==> src/rtl/dec_4x16_with_fault4.sv <==
// 4-to-16 one-hot decoder built from two 3-to-8 stages, registered output,
// with a parameterizable stuck-at fault on one output line.

module dec_3x8 (
   input  logic       en,
   input  logic [2:0] sel,
   output logic [7:0] y
);
   assign y = en ? (8'h01 << sel) : 8'h00;
endmodule

module dec_4x16_with_fault4 #(
   parameter int FAULT_EN   = 1,
   parameter int FAULT_LINE = 4,
   parameter int FAULT_VAL  = 0
) (
   input  logic        clk,
   input  logic        rst,
   input  logic        X,
   input  logic        Y,
   input  logic        Z,
   input  logic        W,
   output logic [15:0] D
);
   logic [1:0][7:0] stage_y;
   logic [15:0]     dec;
   logic [15:0]     nxt;

   // X selects which stage is enabled: stage 0 drives D[7:0], stage 1 D[15:8]
   for (genvar g = 0; g < 2; g++) begin : g_stage
      dec_3x8 u_dec (
         .en  (X == g[0]),
         .sel ({Y, Z, W}),
         .y   (stage_y[g])
      );
   end

   assign dec = stage_y;

   always_comb begin
      nxt = dec;
      if (FAULT_EN != 0) nxt[FAULT_LINE] = (FAULT_VAL != 0);
   end

   always_ff @(posedge clk or posedge rst) begin
      if (rst) D <= 16'h0000;
      else     D <= nxt;
   end
endmodule

==> config.mk <==
export PLATFORM = sky130hd
export DESIGN_NAME = dec_4x16_with_fault4
export DESIGN_NICKNAME = d
export VERILOG_FILES = /design/src/rtl/dec_4x16_with_fault4.sv
export SDC_FILE = /design/constraint.sdc
export NUM_CORES = 1
export LEC_CHECK = 0
export ABC_AREA = 0
export CAP_MARGIN = 30
export CORE_UTILIZATION = 44
export DETAILED_ROUTE_END_ITERATION = 16
export PLACE_DENSITY = 0.9
export SYNTH_ARGS = -nofsm -noshare
export SYNTH_HDL_FRONTEND = slang
export SYNTH_HIERARCHICAL = 1
export SYNTH_SLANG_ARGS = --single-unit
==> constraint.sdc <==
create_clock -name clk -period 0.8 [get_ports clk]
set_input_delay 0.16 -clock clk [delete_from_list [all_inputs] [get_ports clk]]
set_output_delay 0.16 -clock clk [all_outputs]
set_load 0.02 [all_outputs]
==> GITHUB_STEP_SUMMARY, run 1 <==
### Yosys + OpenROAD results

| Metric | Value |
|---|---|
| CTS Hold Bufs | 0 |
| Final hold violation count | 0 |
| Crit-path cells | buf_6 |
| Synthesized Nets | 40 |
| Router iterations before antenna repair | 3 |
| DP Area | 839.6 um2 |
| Fill cells | 76 |
| Clock Root Buffer | clkbuf_4 |
| Failing checks | setup timing |
| Fin Hold WS | 206.3 ps |
| Iter 0 DRT Violations | 1 |
| Fin crit period | 957.4 ps |
| Htree depth | 1 |
| Cell area after synthesis | 571.8 um2 |
| Setup WS post-layout | -157.4 ps |
| Share of layout cells above drive strength 1 | 55.38% |
| Nature of the critical path endpoint | output pin |
| Total CTS buffers | 3 |
| Clock Sinks | 15 |
| Critical path buffers and inverters | 1 |
| Routability congestion estimate from global placement | 0.7300 |
| Max-cap viol count | 0 |
| CP arrival | 800 ps |
| Post-route antenna net violation count | 0 |
| Most frequent cells in the layout | 19 x buf_6, 15 x dfrtp_1, 4 x and4b_2, 4 x dlygate4sd2_1 |
| Mapped Cells | 34 |
| Clock buffer depth | 2 |
| Crit-path max cell delay | 390 ps |
| Final setup violation count | 15 |
| Max reg flops | 15 |
| Synth Warn # | 6 |
| Peak Freq | 1.044 GHz |
| Critical Path Start Type | register |
| Gr ovfl total | 0 |
| Unrepaired setup endpoints after global routing | true |
| Critical Path RT | 640 ps |
| Pre-Place Util | 49.46% |
| DR vias/cell | 5.165 |
| Ports | 22 |
| Final Instance Area | 913.4 um2 |
| CTS tree | done |
| Antenna violations before repair | 0 |
| Final slew viol count | 0 |
| Top Registers | D (15) |
| VDD IR-drop max | 0.9773 mV |
| Wire per inst | 13.33 um |
| Top cell excl fill/tap | buf_6 |
| Worst-path clk slew | 80 ps |
| Leakage | 0.4762 nW |
| Setup CP Type | reg2out |
| Core ar. | 1156 um2 |
| Global-route wire length before repair | 1.766 mm |
| Net count, final | 72 |
| Number of global-route vias before repair | 401 |
| Largest net degree at the start of global routing | 16 |
| Antenna diodes | 0 |
| Critical path depth | 1 |
| Design Power | 1.414 mW |
| Post-CTS Repair Setup Buffers | 0 |
| HP Class | in2async |
| Die area | 1448 um2 |
| Mean post-synth cell area | 16.82 um2 |
| Status | finished with violations |
| CP max FO | 1 |
| Crit-path leading delay family | flip-flops |
| Area growth syn-to-layout | 59.74% |
| Pwr Density | 1548 nW/um2 |
| Top reg by flops | D |
| DP Worst Slack | -378.5 ps |
| Rows | 12 |
| Slowest CP cell | dfrtp_1 |
| OpenROAD warnings | 28 |
| Period utilization | 119.7% |
| DRC | 0 |
## run 1: routing by layer
| metal | vias to the layer above | GRT usage (%) | wire (um) |
|---|---|---|---|
| li1 | 190 | - | - |
| met1 | 199 | 20.70 | 410 |
| met2 | 19 | 34.32 | 597 |
| met3 | 0 | 3.488 | 45 |
| met4 | 0 | 5.357 | 0 |
| met5 | - | 0 | 0 |
## run 1: timing repair
item	CTS	global route
gates cloned	2	0
setup endpoints to repair	30	15
gates resized	99	0
## run 1: final cells by class
class	instances	area, um2	area share, %
timing repair buffer	28	296.5	32.47
clock buffer	4	26.28	2.877
tap	14	17.52	1.918
sequential	15	375.4	41.10
inverter	2	7.507	0.8219
multi-input combinational	16	190.2	20.82
## run 1: power breakdown
| group | internal (mW) | total [mW] | leakage (nW) | switching [mW] |
|---|---|---|---|---|
| logic | 0.112 | 0.216 | 0.255 | 0.104 |
| clock network | 0.193 | 0.412 | 0.0150 | 0.219 |
| registers | 0.777 | 0.785 | 0.206 | 0.00877 |
| total | 1.08 | 1.41 | 0.476 | 0.332 |
## run 1: metrics by stage
step                      TNS, ps  instances
final                       -2112         79
after global routing        -2617         79
after CTS                   -2196         79
after detailed placement    -9044         73
after global placement      -8593         73
after floorplan                 0         34
## run 1: worst paths after layout
check                                from               to  slack [ps]
worst max-delay path       D[1]$_DFF_PP0_             D[1]        -160
min in group clk                        Y   D[8]$_DFF_PP0_         330
max in group asynchronous             rst   D[2]$_DFF_PP0_         480
worst min-delay path                  rst  D[11]$_DFF_PP0_         210
Fig. 1: run 1, routing congestion map
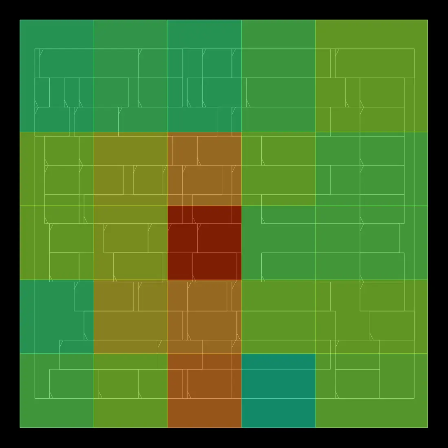
fin util: 79.00%
met1 GRT Util: 20.70%
GRT Max-Usage Layer: met2
total global-route track usage: 18.34%

Fig. 2: run 1, signal wires on met2
Drawn at 8 px/um.
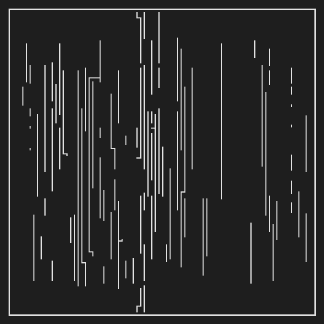
The wires run mostly vertical. 62 nets have wire on it. The layer carries 598 um of wire. The longest straight run is 26.9 um.
met2 usage: 34.32%
vias after detailed routing: 408
final WL: 1.053 mm

Fig. 3: run 1, I/O pins on the die edge
Drawn at 8 px/um. Pins as bars across the die edge, other pins in grey.
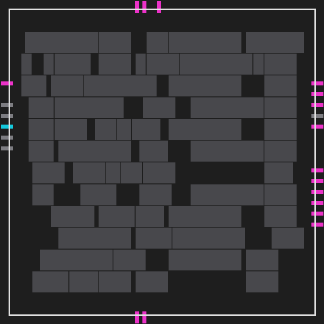
Key: magenta = D [pins 16, direction output, edge 10 east, 3 north, 2 south, 1 west]; cyan = Z [pins 1, direction input, edge west]
All pins by edge: 11 east, 6 west, 3 north, 2 south.
DIE HEIGHT: 38.05 um
Die Wd: 38.05 um
I/O Buffers: 20

==> inputs of run 2 (changes only) <==
--- a/config.mk
+++ b/config.mk
@@ -7,9 +7,11 @@
 export LEC_CHECK = 0
 export ABC_AREA = 0
 export CAP_MARGIN = 30
-export CORE_UTILIZATION = 44
+export CORE_AREA = 2 2 39 41
 export DETAILED_ROUTE_END_ITERATION = 16
-export PLACE_DENSITY = 0.9
+export DIE_AREA = 0 0 41 43
+export DONT_BUFFER_PORTS = 1
+export PLACE_DENSITY = 0.71
 export SYNTH_ARGS = -nofsm -noshare
 export SYNTH_HDL_FRONTEND = slang
 export SYNTH_HIERARCHICAL = 1
==> constraint.sdc (replaced) <==
create_clock -name clk -period 0.83 [get_ports clk]
set_input_delay 0.166 -clock clk [delete_from_list [all_inputs] [get_ports clk]]
set_output_delay 0.166 -clock clk [all_outputs]
set_load 0.02 [all_outputs]
==> GITHUB_STEP_SUMMARY, run 2 <==
### Yosys + OpenROAD results

| Metric | Value |
|---|---|
| Top sig layer | met3 |
| Core ar. | 1384 um2 (+20%) |
| Die area | 1763 um2 (+22%) |
| Mean post-synth cell area | 16.82 um2 (unchanged) |
| CP arrival | 740 ps (-60 ps) |
| Routability congestion estimate from global placement | 0.5722 (-22%) |
| Failing checks | setup timing |
| Critical Path RT | 660 ps (+20 ps) |
| Clock Sinks | 15 (unchanged) |
| VDD IR-drop max | 0.8365 mV (-14%) |
| Largest net degree at the start of global routing | 15 (-1) |
| DR vias/cell | 5.559 (+7.6%) |
| Leakage | 0.3320 nW (-30%) |
| Die Wd | 41 um (+7.8%) |
| Unrepaired setup endpoints after global routing | true |
| Status | finished with violations |
| Global-route wire length before repair | 1.711 mm (-3.1%) |
| Synth Warn # | 6 (unchanged) |
| Antenna violations before repair | 0 (unchanged) |
| Clock Root Buffer | clkbuf_4 |
| Antenna diodes | 0 (unchanged) |
| Critical Path Start Type | register |
| Setup WS post-layout | -74.75 ps (+82.65 ps) |
| Switching Share | 23.95% (+0.50 points) |
| CP max FO | 1 (unchanged) |
| Dpl cells | 51 (-30%) |
| Mapped Cells | 34 (unchanged) |
| DRC | 0 (unchanged) |
| Clock power frac | 32.7% (+3.5 points) |
| Htree depth | 1 (unchanged) |
| Setup TNS | -1055 ps (+1057 ps) |
| CTS tree | done |
| DIE HEIGHT | 43 um (+13%) |
| Met1 WL | 466 um (+14%) |
| Combinational Power Share | 6.2% (-9.1 points) |
| I/O Buffers | 0 (-100%) |
| OpenROAD warnings | 28 (unchanged) |
| Peak Freq | 1.105 GHz |
| Hpwl dp | 642.5 um |
| Wire length on met3 | 107 um (+140%) |
| Most frequent cells in the layout | 14 x dfrtp_2, 4 x and4b_2, 3 x clkbuf_4, 3 x and4bb_1 |
| Period utilization | 109.0% |
| Non-Filler Instances | 59 (-25%) |
| WL met2 | 452 um (-24%) |
| Net count, final | 50 (-31%) |
| Share of layout cells above drive strength 1 | 69.77% (+14 points) |
| Post-route antenna net violation count | 0 (unchanged) |
| Final slew viol count | 0 (unchanged) |
| Ports | 22 (unchanged) |
| Number of global-route vias before repair | 328 (-18%) |
| Final setup violation count | 15 (unchanged) |
| Fin crit period | 904.7 ps |
| Iter 0 DRT Violations | 2 (+1) |
| Synthesized Nets | 40 (unchanged) |
| Top Registers | D (15) |
| Cell area after synthesis | 571.8 um2 (unchanged) |
| Clock buffer depth | 2 (unchanged) |
| Top cell excl fill/tap | dfrtp_2 |
| Setup CP Type | reg2out |
| Router iterations before antenna repair | 4 (+1) |
| P_int | 0.9758 mW (-9.8%) |
| Pwr Density | 1861 nW/um2 (+20%) |
| DP Worst Slack | 232.1 ps (+610.6 ps) |
| Gr ovfl total | 0 (unchanged) |
| Top reg by flops | D |
| Max-cap viol count | 0 (unchanged) |
| Sequential share of power | 61.0% (+5.4 points) |
| Final hold violation count | 0 (unchanged) |
| Net Switching | 0.3074 mW (-7.3%) |
| Area growth syn-to-layout | 20.57% |
| Worst-path clk slew | 90 ps (about the same) |
| Pre-Place Util | 41.32% (-8.1 points) |
| Max reg flops | 15 (unchanged) |
| Total CTS buffers | 3 (unchanged) |
| HP Class | in2reg |
| Nature of the critical path endpoint | output pin |
| Rows | 14 (+2) |
## run 2: what timing repair did
item,in CTS,in global routing
pin swaps,0,2
setup endpoints to repair,15,17
hold endpoints to repair,17,0
resized,9,7
hold buffers,4,0
buffers inserted,0,0
## run 2: final timing paths
| check | startpoint | to | slack (ps) | depth (start not counted) |
|---|---|---|---|---|
| worst max-delay path | D[10]$_DFF_PP0_ | D[10] | -70 | 0 |
| worst min-delay path | X | D[8]$_DFF_PP0_ | 50 | 1 |
| max in group asynchronous | rst | D[7]$_DFF_PP0_ | 360 | 3 |
| min in group asynchronous | rst | D[9]$_DFF_PP0_ | 300 | 3 |
## run 2: final cells by class
cell class | count | area [um2]
Clock buffer | 3 | 22.52
Clock inverter | 1 | 5.005
Fill cell | 134 | 694.4
Inverter | 2 | 7.507
Multi-Input combinational cell | 16 | 181.4
Sequential cell | 15 | 392.9
Tap cell | 16 | 20.02
Timing Repair Buffer | 6 | 60.06
## run 2: metal layers
layer	vias up	GRT usage [%]
met5	-	0
met4	0	6.000
met3	0	6.806
met2	22	18.44
met1	158	21.16
li1	148	-
## run 2: power groups by stage
stage	Combinational (mW)	Sequential, mW	Clock [mW]
CTS	0.0799	0.783	0.416
global route	0.0887	0.786	0.482
global placement	0.0556	0.794	0
finish	0.0798	0.783	0.420
floorplan	0.0482	0.793	0
detailed placement	0.0588	0.796	0
## run 2: metrics by stage
step / utilization [%] / cell area (um2) / hold slack [ps] / power (mW)
after global routing: 49.82 / 689.4 / 20.39 / 1.357
after global placement: 43.31 / 599.3 / 46.71 / 0.8501
final: 49.82 / 689.4 / 48.09 / 1.283
after CTS: 49.01 / 678.2 / 45.72 / 1.279
after detailed placement: 43.31 / 599.3 / 42.21 / 0.8543
after floorplan: - / 571.8 / 67.48 / 0.8409
Fig. 4: run 2, routed metal, one colour a layer
Drawn at 8 px/um.
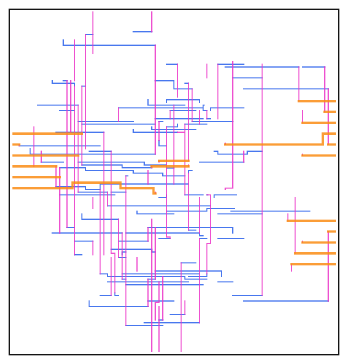
Key: orange = met3 [wire length 107 um]; blue = met1 [wire length 466 um]; magenta = met2 [wire length 453 um]
vias after detailed routing: 328
wire per inst: 17.39 um
final WL: 1.026 mm
total global-route track usage: 14.62%

==> inputs of run 3 (changes only) <==
--- a/config.mk
+++ b/config.mk
@@ -12,6 +12,7 @@
 export DIE_AREA = 0 0 41 43
 export DONT_BUFFER_PORTS = 1
 export PLACE_DENSITY = 0.71
+export SKIP_LAST_GASP = 1
 export SYNTH_ARGS = -nofsm -noshare
 export SYNTH_HDL_FRONTEND = slang
 export SYNTH_HIERARCHICAL = 1
==> GITHUB_STEP_SUMMARY, run 3 <==
### Yosys + OpenROAD results

| Metric | Value |
|---|---|
| Status | finished with violations |
| Failing checks | setup timing |
| Die area | 1763 um2 (unchanged) |
| CTS tree | done |
| Clock buffer depth | 2 (unchanged) |
| CP max FO | 1 (unchanged) |
| Unrepaired setup endpoints after global routing | true |
| Routability congestion estimate from global placement | 0.5722 (unchanged) |
| Net Switching | 0.3074 mW (unchanged) |
| Post-CTS Repair Setup Buffers | 0 (unchanged) |
| Setup TNS | -1055 ps (unchanged) |
| CP arrival | 740 ps (about the same) |
| Area growth syn-to-layout | 20.57% (unchanged) |
| Vias after detailed routing | 328 (unchanged) |
| Largest net degree at the start of global routing | 15 (unchanged) |
| Worst Hold End | D[8]$_DFF_PP0_ |
| DP Area | 599.3 um2 (unchanged) |
| Share of layout cells above drive strength 1 | 69.77% (unchanged) |
| Critical Path RT | 660 ps (about the same) |
| Max reg flops | 15 (unchanged) |
| Fin Hold WS | 48.09 ps (unchanged) |
| Final WL | 1.026 mm (unchanged) |
| P_int | 0.9758 mW (unchanged) |
| Hold Path Cell Cnt | 1 (unchanged) |
| Mean post-synth cell area | 16.82 um2 (unchanged) |
| DIE HEIGHT | 43 um (unchanged) |
| DR vias/cell | 5.559 (unchanged) |
| Antenna violations before repair | 0 (unchanged) |
| DRC | 0 (unchanged) |
| OpenROAD warnings | 28 (unchanged) |
| Most frequent cells in the layout | 14 x dfrtp_2, 4 x and4b_2, 3 x clkbuf_4, 3 x and4bb_1 |
| Htree depth | 1 (unchanged) |
| Wire per inst | 17.39 um (unchanged) |
| Clock Root Buffer | clkbuf_4 |
| Top Registers | D (15) |
| Router iterations before antenna repair | 4 (unchanged) |
| Critical Path Start Type | register |
| Post-route antenna net violation count | 0 (unchanged) |
| Pre-Place Util | 41.32% (unchanged) |
| Die Wd | 41 um (unchanged) |
| Final slew viol count | 0 (unchanged) |
| Rows | 14 (unchanged) |
| Setup WS post-layout | -74.75 ps (unchanged) |
| Clock Sinks | 15 (unchanged) |
| Setup CP Type | reg2out |
| Number of global-route vias before repair | 328 (unchanged) |
| Nature of the critical path endpoint | output pin |
| Synth Warn # | 6 (unchanged) |
| Sequential share of power | 61.0% (about the same) |
| Switching Share | 23.95% (unchanged) |
| Iter 0 DRT Violations | 2 (unchanged) |
| Gr ovfl total | 0 (unchanged) |
| Top reg by flops | D |
| Core ar. | 1384 um2 (unchanged) |
| Total global-route track usage | 14.62% (unchanged) |
| Clock power frac | 32.7% (about the same) |
| Antenna diodes | 0 (unchanged) |
| Mapped Cells | 34 (unchanged) |
| Leakage | 0.3320 nW (unchanged) |
| Final setup violation count | 15 (unchanged) |
| Worst-path clk slew | 90 ps (about the same) |
| Combinational Power Share | 6.2% (about the same) |
| HP Class | in2reg |
| Global-route wire length before repair | 1.711 mm (unchanged) |
| Cell area after synthesis | 571.8 um2 (unchanged) |
| VDD IR-drop max | 0.8365 mV (unchanged) |
| DP Worst Slack | 232.1 ps (unchanged) |
| Max-cap viol count | 0 (unchanged) |
| Hold Path Origin | X |
| Peak Freq | 1.105 GHz (unchanged) |
| Ports | 22 (unchanged) |
| Fin crit period | 904.7 ps (unchanged) |
| I/O Buffers | 0 (unchanged) |
| Total CTS buffers | 3 (unchanged) |
| Period utilization | 109.0% (unchanged) |
| Final Instance Area | 689.4 um2 (unchanged) |
| Hpwl dp | 642.5 um (unchanged) |
| Synthesized Nets | 40 (unchanged) |
| Final hold violation count | 0 (unchanged) |
| Pwr Density | 1861 nW/um2 (unchanged) |
| Top cell excl fill/tap | dfrtp_2 |
| Net count, final | 50 (unchanged) |
## run 3: layout make-up
class / instances / area (um2)
Multi-Input combinational cell: 16 / 181.4
Clock inverter: 1 / 5.005
Tap cell: 16 / 20.02
Sequential cell: 15 / 392.9
Fill cell: 134 / 694.4
Clock buffer: 3 / 22.52
Inverter: 2 / 7.507
Timing Repair Buffer: 6 / 60.06
## run 3: power by group through the flow
stage / registers, mW / clock network (mW) / logic, mW
after CTS: 0.783 / 0.416 / 0.0799
after global placement: 0.794 / 0 / 0.0556
after global routing: 0.786 / 0.482 / 0.0887
after floorplan: 0.793 / 0 / 0.0482
final: 0.783 / 0.420 / 0.0798
after detailed placement: 0.796 / 0 / 0.0588
## run 3: metal layers
metal | global-route usage [%] | routed length (um)
met5 | 0 | 0
met1 | 21.16 | 466
met3 | 6.806 | 107
met4 | 6.000 | 0
met2 | 18.44 | 452
## run 3: what timing repair did
item | CTS | global route
hold buffers | 4 | 0
pin swaps | 0 | 2
resized | 9 | 7
endpoints found under the setup margin | 15 | 17
hold endpoints to repair | 17 | 0
## run 3: stage by stage
step                      instances  power (mW)
after floorplan                  34      0.8409
after CTS                        59       1.279
after global routing             59       1.357
final                            59       1.283
after global placement           51      0.8501
after detailed placement         51      0.8543
## run 3: worst max-delay path by stage
| stage | from | endpoint | slack, ps | cells past startpoint |
|---|---|---|---|---|
| 2_1_floorplan | D[0]$_DFF_PP0_ | D[0] | 250 | 0 |
| 3_3_place_gp | D[8]$_DFF_PP0_ | D[8] | 240 | 0 |
| 6_report | D[10]$_DFF_PP0_ | D[10] | -70 | 0 |
| 3_5_place_dp | X | D[5]$_DFF_PP0_ | 230 | 2 |
| 5_1_grt | D[10]$_DFF_PP0_ | D[10] | -120 | 0 |
| 4_1_cts | D[13]$_DFF_PP0_ | D[13] | -80 | 0 |
Fig. 5: run 3, routing congestion map
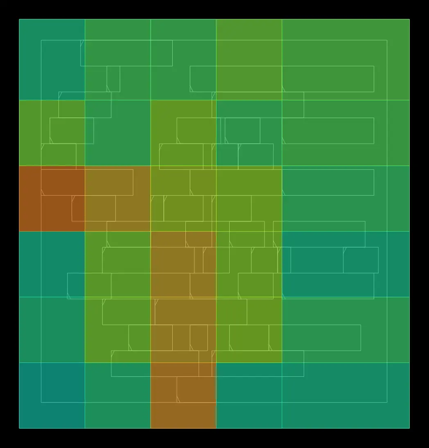
grt met3 use: 6.806%
fin util: 49.82%
met1 GRT Util: 21.16%

Power is estimated from default activity; no workload was simulated.
